### src/rtl/id_ex_pipe_reg.sv
// ID/EX pipeline register: captures the decode-stage control bundle, operands and indices for EX.
// Optional bubble counter enabled by defining ID_EX_BUBBLE_CNT_EN.
module id_ex_pipe_reg #(
    parameter int DATA_W = 32,
    parameter int REG_AW = 5,
    parameter int CNT_W  = 16
) (
    input  logic              clk,
    input  logic              rst,
    input  logic              stall,
    input  logic              flush,
    input  logic              hazard_sel,
    input  logic              valid_in,
    input  logic              mem_write_in,
    input  logic              mem_read_in,
    input  logic              reg_write_in,
    input  logic              reg_dst_in,
    input  logic              mem_to_reg_in,
    input  logic              ALU_src_in,
    input  logic [2:0]        ALU_op_in,
    input  logic [DATA_W-1:0] read_data1_in,
    input  logic [DATA_W-1:0] read_data2_in,
    input  logic [DATA_W-1:0] imm_in,
    input  logic [DATA_W-1:0] pc4_in,
    input  logic [REG_AW-1:0] rs_in,
    input  logic [REG_AW-1:0] rt_in,
    input  logic [REG_AW-1:0] rd_in,
    output logic              mem_write_out,
    output logic              mem_read_out,
    output logic              reg_write_out,
    output logic              reg_dst_out,
    output logic              mem_to_reg_out,
    output logic              ALU_src_out,
    output logic [2:0]        ALU_op_out,
    output logic [DATA_W-1:0] read_data1_out,
    output logic [DATA_W-1:0] read_data2_out,
    output logic [DATA_W-1:0] imm_out,
    output logic [DATA_W-1:0] pc4_out,
    output logic [REG_AW-1:0] rs_out,
    output logic [REG_AW-1:0] rt_out,
    output logic [REG_AW-1:0] rd_out,
    output logic              valid_out,
    output logic [CNT_W-1:0]  bubble_cnt
);

    typedef struct packed {
        logic              mem_write;
        logic              mem_read;
        logic              reg_write;
        logic              reg_dst;
        logic              mem_to_reg;
        logic              alu_src;
        logic [2:0]        alu_op;
        logic [DATA_W-1:0] rd1;
        logic [DATA_W-1:0] rd2;
        logic [DATA_W-1:0] imm;
        logic [DATA_W-1:0] pc4;
        logic [REG_AW-1:0] rs;
        logic [REG_AW-1:0] rt;
        logic [REG_AW-1:0] rd;
        logic              valid;
    } idex_t;

    idex_t in_s;
    idex_t bundle_d;
    idex_t bundle_q;

    // Control bits arrive already zeroed by the hazard mux; only valid is qualified here.
    always_comb begin
        in_s.mem_write  = mem_write_in;
        in_s.mem_read   = mem_read_in;
        in_s.reg_write  = reg_write_in;
        in_s.reg_dst    = reg_dst_in;
        in_s.mem_to_reg = mem_to_reg_in;
        in_s.alu_src    = ALU_src_in;
        in_s.alu_op     = ALU_op_in;
        in_s.rd1        = read_data1_in;
        in_s.rd2        = read_data2_in;
        in_s.imm        = imm_in;
        in_s.pc4        = pc4_in;
        in_s.rs         = rs_in;
        in_s.rt         = rt_in;
        in_s.rd         = rd_in;
        in_s.valid      = valid_in & hazard_sel;
    end

    // Flush clears data/index fields too so forwarding never matches a stale rd.
    always_comb begin
        bundle_d = bundle_q;
        if (flush)
            bundle_d = '0;
        else if (!stall)
            bundle_d = in_s;
    end

    always_ff @(posedge clk or posedge rst) begin
        if (rst)
            bundle_q <= '0;
        else
            bundle_q <= bundle_d;
    end

    assign mem_write_out  = bundle_q.mem_write;
    assign mem_read_out   = bundle_q.mem_read;
    assign reg_write_out  = bundle_q.reg_write;
    assign reg_dst_out    = bundle_q.reg_dst;
    assign mem_to_reg_out = bundle_q.mem_to_reg;
    assign ALU_src_out    = bundle_q.alu_src;
    assign ALU_op_out     = bundle_q.alu_op;
    assign read_data1_out = bundle_q.rd1;
    assign read_data2_out = bundle_q.rd2;
    assign imm_out        = bundle_q.imm;
    assign pc4_out        = bundle_q.pc4;
    assign rs_out         = bundle_q.rs;
    assign rt_out         = bundle_q.rt;
    assign rd_out         = bundle_q.rd;
    assign valid_out      = bundle_q.valid;

`ifdef ID_EX_BUBBLE_CNT_EN
    logic             bubble_ld;
    logic [CNT_W-1:0] cnt_d;
    logic [CNT_W-1:0] cnt_q;

    // A bubble is either a squash or a hazard-mux bubble that actually loads.
    assign bubble_ld = flush | (~stall & ~hazard_sel);

    always_comb begin
        cnt_d = cnt_q;
        if (bubble_ld && !(&cnt_q))
            cnt_d = cnt_q + 1'b1;
    end

    always_ff @(posedge clk or posedge rst) begin
        if (rst)
            cnt_q <= '0;
        else
            cnt_q <= cnt_d;
    end

    assign bubble_cnt = cnt_q;
`else
    assign bubble_cnt = '0;
`endif

endmodule

### config.mk
export PLATFORM = sky130hd
export DESIGN_NAME = id_ex_pipe_reg
export DESIGN_NICKNAME = d
export VERILOG_FILES = /design/src/rtl/id_ex_pipe_reg.sv
export SDC_FILE = /design/constraint.sdc
export NUM_CORES = 1
export LEC_CHECK = 0
export ABC_AREA = 1
export CORE_MARGIN = 5
export CORE_UTILIZATION = 43
export CTS_CLUSTER_DIAMETER = 60
export CTS_CLUSTER_SIZE = 25
export DETAILED_ROUTE_END_ITERATION = 10
export GPL_TIMING_DRIVEN = 0
export PLACE_DENSITY = 0.95
export SKIP_CTS_REPAIR_TIMING = 1
export SYNTH_ARGS = -nofsm -noshare
export SYNTH_HDL_FRONTEND = slang
export SYNTH_SLANG_ARGS = --single-unit
### constraint.sdc
create_clock -name clk -period 15.88 [get_ports clk]
set_input_delay 3.176 -clock clk [delete_from_list [all_inputs] [get_ports clk]]
set_output_delay 3.176 -clock clk [all_outputs]
set_load 0.02 [all_outputs]
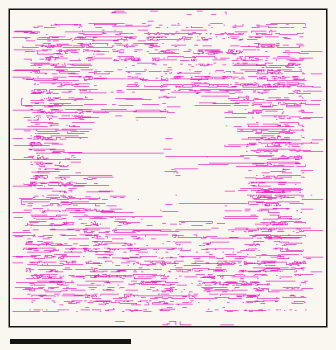
(images/met1.png)
The bar under the picture is 50 um long.
The layer holds 35% of the routed length. 1,036 nets have wire on it. The wires run mostly horizontal. The longest straight run is 39.1 um.

==> deck_impl_summary.md <==
Implementation Results

Status
  – Run status: complete, no violations

Setup path
  – Type of origin of the critical path: flop
  – Cell breakdown of the critical path: clkdlybuf4s50_1
  – Reg2reg end: pc4_out[1]
  – Arrival time at the worst endpoint: ~1.5 ns
  – CP endpoint kind: output port
  – Reg2Reg Setup Slack: between 15 and 20 ns
  – Crit path kind: flop to output port
  – Peak per-stage delay on the critical path: between 0.6 and 0.7 ns
  – CP bufs+invs: 1
  – Critical Path RT: between 10 and 15 ns
  – Critical R2R Launch: pc4_out[1]

Routing
  – Routed WL: approximately 22 mm
  – 1st-iter DRT viols: slightly below 300
  – Detailed-route DRC error count: 0
  – Iteration count of the initial detailed-routing pass: 5
  – Routed via count: 6,172
  – Wirelength per Cell: around 18 um

Synth
  – MUX share of area: 0
  – Count of library flops with an enable pin: 0
  – Most frequent cell after synthesis: nand2_1
  – XOR-XNOR Cells, Area Fraction: 0
  – YS chip area: 6210 um2
  – Cell area after synthesis: 6210 um2
  – Area leader share: 0.616
  – Synth top cells by count: nand2_1 (307), dfrtp_1 (153), nand3_1 (153)
  – Register share after synthesis: 0.616
  – Ys cells: 683
  – Syn Area/Cell: between 9 and 10 um2
  – Ys Warns: 0
  – Post-synthesis cell count: about 700
  – Registers, synthesis: 153
  – Commonest flop: dfrtp_1
  – Yosys aoi share: 0

Final timing
  – Final Cycle Share: 0.291
  – Final setup violation count: 0
  – Setup TNS: 0 ns
  – RSZ-0062 raised after global routing: no
  – Final Hold Violation Tally: 0
  – Layout Skew: 0 ns
  – Slew Viols, Final: 0
  – Slew HR: 0.589
  – Slew at the pin closest to its max-slew limit: just over 0.6 ns
  – Post-layout minimum cycle time: between 4 and 5 ns

Power and ir drop
  – Peak supply drop: roughly 0.063 mV
  – Switching Power: between 0.2 and 0.3 mW
  – Comb pwr share: 0.173
  – Top pwr grp: the clock network
  – Flop pwr share: 0.411
  – Cell leakage power: around 5.1 nW
  – Total power: 1.03 mW
  – Comb pwr: about 0.18 mW
  – Switching Fraction: 0.254
  – Power Sequential: ~0.43 mW
  – Clk pwr share: 0.416

Hold path
  – Worst Hold Class: flop to flop
  – Worst hold path depth: 2
  – Hold EP: read_data1_out[17]
  – Critical hold path startpoint: read_data1_out[17]

Floorplan
  – DIE WIDTH: about 130 um
  – Die Ht: 130 um
  – Die ar.: 17,000 um2
  – Core region area: 14,400 um2
  – Initial core utilization: 0.432

Cells and area
  – Fill count: a little under 1,000
  – Area occupied by registers: 3830 um2
  – Most common logic cell in the routed design: clkdlybuf4s50_1
  – Area growth syn-to-layout: 65.0%
  – Most frequent cells in the layout: clkdlybuf4s50_1 (309), nand2_1 (307), dfrtp_1 (153), nand3_1 (153), buf_4 (32)
  – Fin nets: about 1,200
  – Antenna Cells: 0
  – Share of cells above drive strength 1: 0.0769

Place
  – Routability cong.: ~0.86
  – Detailed placer's ending HPWL: between 15 and 20 mm
  – Cells after DPL: roughly 1,200

Clock tree
  – Sink Count: around 150
  – H-tree Lvls: 4
  – CTS tree: done
  – CTS root buf: clkbuf_16
  – Bufs on Longest Clock Path: 2

GRT
  – Total Routing Usage GR: 0.255
  – Largest net degree at the start of global routing: roughly 94
  – Grt total ovfl: 0
  – First-pass GRT wire length: 33.2 mm

Job
  – Count of tool warnings: 26
  – Maxcap violations: 0
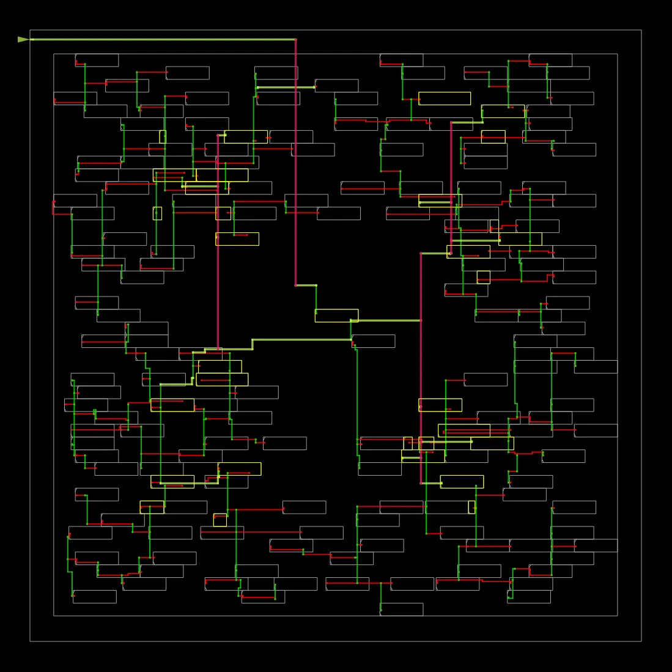
(images/final_clocks.png)
Clk Latency, worst-skew pair: 0.41 ns
CTS buffer count: 17
Clock Buffer Count: 21

-- worst min-delay path: stages (launching register included) --
cell     delay (ns)
dfrtp_1        0.34
nand3_1        0.07
nand2_1        0.06
-- stage by stage --
step            util  area, um2  hold slack (ns)  setup WS [ns]
6_report       0.714      10300            0.503          11.25
5_1_grt        0.714      10300            0.525          11.19
4_1_cts        0.714      10300            0.509          11.22
3_5_place_dp   0.670       9630            0.493          11.21
3_3_place_gp   0.668       9590            0.488           6.55
2_1_floorplan      -       6270            0.613           8.58
-- worst max path at each step --
stage | slack [ns] | endpoint | cells after the start | startpoint
floorplan | 8.58 | ALU_op_out[0] | 1 | rst
global placement | 6.55 | read_data1_out[18] | 2 | rst
detailed placement | 11.21 | pc4_out[10] | 5 | flush
CTS | 11.22 | read_data2_out[23] | 1 | read_data2_out[23]
global route | 11.19 | read_data2_out[23] | 1 | read_data2_out[23]
finish | 11.25 | pc4_out[9] | 1 | pc4_out[9]
-- area by class of cell --
| type | instances | area share |
|---|---|---|
| plain buffers | 65 | 0.0421 |
| clock buffers | 21 | 0.0449 |
| clock inverters | 11 | 0.0164 |
| inverters | 3 | 0.00159 |
| multi-input cells | 477 | 0.195 |
| flip-flops and latches | 153 | 0.373 |
| well taps | 184 | 0.0225 |
| repair buffers | 310 | 0.304 |
-- registers in the layout (all words and copies together) (netlist names) --
name and count:
reg_write_out 1, ALU_op_out 3, mem_read_out 1, valid_out 1, read_data1_out 32, imm_out 32, pc4_out 32, mem_to_reg_out 1
ALU_src_out 1, reg_dst_out 1, rs_out 5, read_data2_out 32, rd_out 5, mem_write_out 1, rt_out 5
-- per-layer routing --
layer | track usage | wire length (um)
met1 | 0.280 | 7610
met4 | 0.117 | 830
met3 | 0.0925 | 2480
met2 | 0.442 | 10900
met5 | 0 | 0
Power is estimated from default activity; no workload was simulated.
